## src/rtl/apb_master.sv

```systemverilog
// Command-to-APB bridge: runs one APB transfer (SETUP, ACCESS) per accepted command
// and returns read data plus error/timeout status on a valid/ready response port.
module apb_master #(
  parameter int AWIDTH  = 4,
  parameter int DWIDTH  = 8,
  parameter int TIMEOUT = 16
) (
  input  logic              PCLK,
  input  logic              PRESET,
  input  logic              cmd_valid,
  output logic              cmd_ready,
  input  logic              cmd_write,
  input  logic [AWIDTH-1:0] cmd_addr,
  input  logic [DWIDTH-1:0] cmd_wdata,
  output logic              rsp_valid,
  input  logic              rsp_ready,
  output logic [DWIDTH-1:0] rsp_rdata,
  output logic              rsp_err,
  output logic              rsp_timeout,
  output logic              PSEL,
  output logic              PENABLE,
  output logic              PWRITE,
  output logic [AWIDTH-1:0] PADDR,
  output logic [DWIDTH-1:0] PWDATA,
  input  logic [DWIDTH-1:0] PRDATA,
  input  logic              PREADY,
  input  logic              PSLVERR
);

  localparam int CW = (TIMEOUT > 0) ? $clog2(TIMEOUT + 1) : 1;
  localparam logic [CW-1:0] TLIMIT = CW'(TIMEOUT);
  localparam logic [CW-1:0] TLAST  = CW'((TIMEOUT > 0) ? TIMEOUT - 1 : 0);
  localparam bit TIMEOUT_EN = (TIMEOUT > 0);

  typedef enum logic [1:0] {IDLE, SETUP, ACCESS, RESP} state_t;

  state_t        state;
  state_t        state_next;
  logic [CW-1:0] count;
  logic          accept;
  logic          expire;

  // Expiry fires on the ACCESS cycle whose wait would bring the count up to TIMEOUT,
  // so ACCESS lasts exactly TIMEOUT cycles; a PREADY in that cycle still completes.
  always_comb begin
    state_next = state;
    accept     = cmd_valid && cmd_ready;
    expire     = TIMEOUT_EN && !PREADY && (count == TLAST);
    case (state)
      IDLE:    if (accept) state_next = SETUP;
      SETUP:   state_next = ACCESS;
      ACCESS:  if (PREADY || expire) state_next = RESP;
      RESP:    if (rsp_ready) state_next = IDLE;
      default: state_next = IDLE;
    endcase
  end

  always_ff @(posedge PCLK) begin
    if (PRESET) begin
      state     <= IDLE;
      cmd_ready <= 1'b0;
    end else begin
      state     <= state_next;
      cmd_ready <= (state_next == IDLE);
    end
  end

  // Bus fields are loaded only on acceptance and otherwise held, so they stay
  // valid after the transfer ends.
  always_ff @(posedge PCLK) begin
    if (PRESET) begin
      PWRITE <= 1'b0;
      PADDR  <= '0;
      PWDATA <= '0;
    end else if (state == IDLE && accept) begin
      PWRITE <= cmd_write;
      PADDR  <= cmd_addr;
      PWDATA <= cmd_wdata;
    end
  end

  // Wait-state counter saturates at TIMEOUT instead of wrapping.
  always_ff @(posedge PCLK) begin
    if (PRESET) begin
      count <= '0;
    end else if (state == SETUP) begin
      count <= '0;
    end else if (state == ACCESS && !PREADY && count != TLIMIT) begin
      count <= count + 1'b1;
    end
  end

  always_ff @(posedge PCLK) begin
    if (PRESET) begin
      rsp_rdata   <= '0;
      rsp_err     <= 1'b0;
      rsp_timeout <= 1'b0;
    end else if (state == ACCESS) begin
      if (PREADY) begin
        rsp_rdata   <= PWRITE ? '0 : PRDATA;
        rsp_err     <= PSLVERR;
        rsp_timeout <= 1'b0;
      end else if (expire) begin
        rsp_rdata   <= '0;
        rsp_err     <= 1'b1;
        rsp_timeout <= 1'b1;
      end
    end
  end

  assign PSEL      = (state == SETUP) || (state == ACCESS);
  assign PENABLE   = (state == ACCESS);
  assign rsp_valid = (state == RESP);

endmodule

```

## config.mk

```make
export PLATFORM = sky130hd
export DESIGN_NAME = apb_master
export DESIGN_NICKNAME = d
export VERILOG_FILES = /design/src/rtl/apb_master.sv
export SDC_FILE = /design/constraint.sdc
export NUM_CORES = 1
export LEC_CHECK = 0
export CAP_MARGIN = 20
export CORE_AREA = 5 5 65 67
export CTS_BUF_LIST = sky130_fd_sc_hd__clkbuf_8
export DETAILED_ROUTE_END_ITERATION = 16
export DIE_AREA = 0 0 70 72
export GPL_TIMING_DRIVEN = 0
export PLACE_DENSITY = 0.72
export SYNTH_ARGS = -nofsm -noshare
export SYNTH_HDL_FRONTEND = slang
export SYNTH_SLANG_ARGS = --single-unit
```

## constraint.sdc

```tcl
create_clock -name PCLK -period 1.7 [get_ports PCLK]
set_input_delay 0.425 -clock PCLK [delete_from_list [all_inputs] [get_ports PCLK]]
set_output_delay 0.425 -clock PCLK [all_outputs]
set_load 0.02 [all_outputs]
```

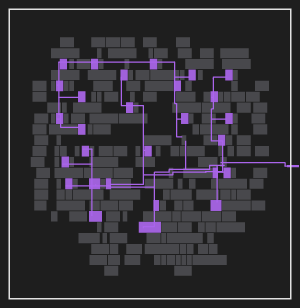
port_trees.png
Scale: 4 px per micron.
purple -> `PRESET`  # bits 1, direction input, end cells 28, buffers 3, wire 300 microns
io pins: 54
IO buf count: 52

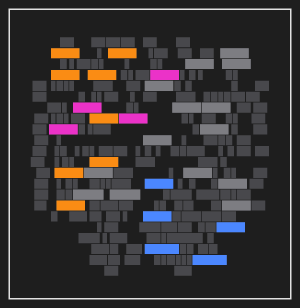
ff_map.png
Scale: 4 px per micron. Other sequential cells in the stronger gray, the rest of the logic in the fainter gray.
blue -> `count`  # sequential cells 5, where bottom center
magenta -> `PADDR`  # sequential cells 4
orange -> `PWDATA`  # sequential cells 8
not colored = 14
final core occ: 0.577
Seq group: 862 uW
sequential portion of the cell area: 0.305
storage element area: 631 sq um

==> Slide: Implementation Results <==
Run Summary

Run status
  • Outcome: complete, no violations

CTS
  • CTS tree: done
  • Clock tree sinks: 31
  • Reg clk slew, reported paths: 0.06 ns
  • Root Buffer: clkbuf_8
  • Worst skew pair latency: 0.27 ns
  • H-tree depth: 2
  • Post-CTS Setup Repair Bufs: 0
  • Clock Path Buffers: 2
  • CTS resizes: 11
  • CTS buffer count: 5

Job
  • Tally of OpenROAD warnings: 31
  • Max cap viols: 0

GRT
  • Congestion Overflow GR: 0
  • GRT met3 Usage: 0.0609
  • Most Crowded Layer GR: met2
  • Vias in the first global route: 1195

Timing
  • Rel. slew slack: 0.699
  • Final Hold Vio Count: 0
  • RSZ-0062 raised after global routing: false
  • Fin. max-slew vios: 0
  • Clock skew: approximately 0.0045 ns
  • Final Critical Period: 1.66 ns
  • Cycle use final: 0.974
  • Final setup viols: 0
  • F_max: 604 MHz
  • Worst-Margin Slew: 0.451 ns

Drt
  • Wire per inst: 12.1 microns
  • Final WL: between 3000 and 4000 microns
  • DR iter-0 viols: 55
  • Routed via count: 1259
  • Drc violations: 0
  • First-pass DRT Iterations: 4

Hold path
  • WHS Path Cells: 2
  • Worst Hold Launch: rsp_rdata[3]
  • Hold WC Path Type: flip-flop to flip-flop

Synthesis
  • Synth unique cells: 32
  • Cell count listed in synth_stat.txt: ~160
  • EDFF count, synth: 0
  • Logic family by area: simple AND/OR/NAND/NOR gates
  • Synth flops: 31
  • Xor+xnor area frac: 0
  • Syn Area/Cell: 8.53 sq um
  • Yosys warns: 0
  • Mapped Cells: 158
  • Adder-Cell Fraction of Synth Area: 0.0743
  • Post-synth ARST share: 0
  • Mux share: 0
  • Synth top cell by count: nand2_1
  • Mapped Area: 1350 sq um
  • Area reported by Yosys stat: approximately 1300 sq um
  • Mapped Nets: 193
  • Most common library cells after synthesis: 35 x nand2_1, 31 x dfxtp_1, 22 x a21oi_1
  • Post-synth seq share: 0.461
  • Top cells, area: dfxtp_1 46%, nand2_1 9.7%, a21oi_1 8.2%, ha_1 7.4%, nand3_1 4.1%
  • Synth area leader: dfxtp_1
  • Simple-gate share of the synthesized area: 0.240
  • Top cell type's share of synthesized area: 0.461

Finish
  • Area Overhead vs Synth: 53.2%
  • Antenna diodes: 0
  • NumNets Final: 252
  • Top Layout Cells: 46 x clkdlybuf4s50_1, 35 x nand2_1, 27 x dfxtp_1
  • FILL cells: 337
  • Non-filler cells, final: approximately 270
  • Share of cells above drive strength 1: 0.124
  • Design area: 2060 sq um

Critical path
  • R2R setup slack: around 0.11 ns
  • Reg2reg end: state[0]
  • Critical Path End Type: output port
  • CP Cell Sequence: clkdlybuf4s50_1
  • WS Path Type: flip-flop to output port
  • Slowest CP cell: clkdlybuf4s50_1
  • CP endpoint: PWDATA[2]
  • FF-to-FF path depth: 6
  • Origin of the critical flop-to-flop path: count[0]
  • Critical path required time: 1.27 ns
  • Crit-path max FO: 2
  • Largest stage delay, worst path: 0.61 ns
  • CP Buf/Inv Count: 1

Pwr
  • Pwr Total: 2160 uW
  • PD cells: 1050 nW/um^2
  • VDD IR-drop max: 0.000609 V
  • Leakage: ~0.00078 uW

Die
  • Die width: 70 microns
  • Core Rows: 22
  • Die span in y: 72 microns
  • Die area: between 5000 and 6000 sq um
  • Core area: 3580 sq um

Placed design
  • DP Area: approximately 1900 sq um
  • Post-Place Cells: 258
  • RD Place Congestion: around 0.76
==> routing by layer <==
metal,vias to the layer above,share of wire,wire length (microns)
met5,-,0,0
met4,0,0.012,40
met3,4,0.089,288
met2,46,0.43,1390
met1,551,0.47,1510
li1,658,-,-
==> state kept, by name (all words and copies together), names as in the netlist <==
register / count
PADDR: 4
PWRITE: 1
PWDATA: 8
count: 5
rsp_rdata: 8
rsp_timeout: 1
cmd_ready: 1
state: 2
rsp_err: 1
==> metrics by stage <==
| stage | hold WS (ns) | utilization | setup WS (ns) |
|---|---|---|---|
| 2_1_floorplan | 0.466 | - | 0.129 |
| 3_3_place_gp | 0.439 | 0.539 | -0.156 |
| 3_5_place_dp | 0.445 | 0.539 | -0.149 |
| 4_1_cts | 0.453 | 0.570 | 0.00282 |
| 5_1_grt | 0.465 | 0.577 | 0.00587 |
| 6_report | 0.448 | 0.577 | 0.0442 |
==> report_power, final <==
group | internal (uW) | switching, uW
clock | 363 | 252
combinational | 314 | 372
sequential | 807 | 54.8
==> worst reg2reg max path, cell delays in order (launching register included) <==
cell and delay (ns):
dfxtp_4 0.36, ha_4 0.17, and3_1 0.18, ha_2 0.19, o21ai_4 0.27, a222oi_1 0.14, nor2b_2 0.18
==> cell type report <==
| type | count | area share |
|---|---|---|
| Multi-Input combinational cell | 113 | 0.334 |
| Sequential cell | 31 | 0.305 |
| Timing Repair Buffer | 52 | 0.252 |
| Clock buffer | 7 | 0.0467 |
| Tap cell | 48 | 0.0291 |
| Buffer | 8 | 0.0206 |
| Inverter | 6 | 0.0109 |
| Clock inverter | 1 | 0.00182 |
==> cells by family (layout without fill, tap and decap cells) <==
family | count (synthesis) | count (layout)
fa+ha+maj | 8 | 8
flops | 31 | 31
buf+inv | 14 | 74
simple gates | 67 | 67
compound gates | 38 | 38
Power and IR drop assume default switching activity.
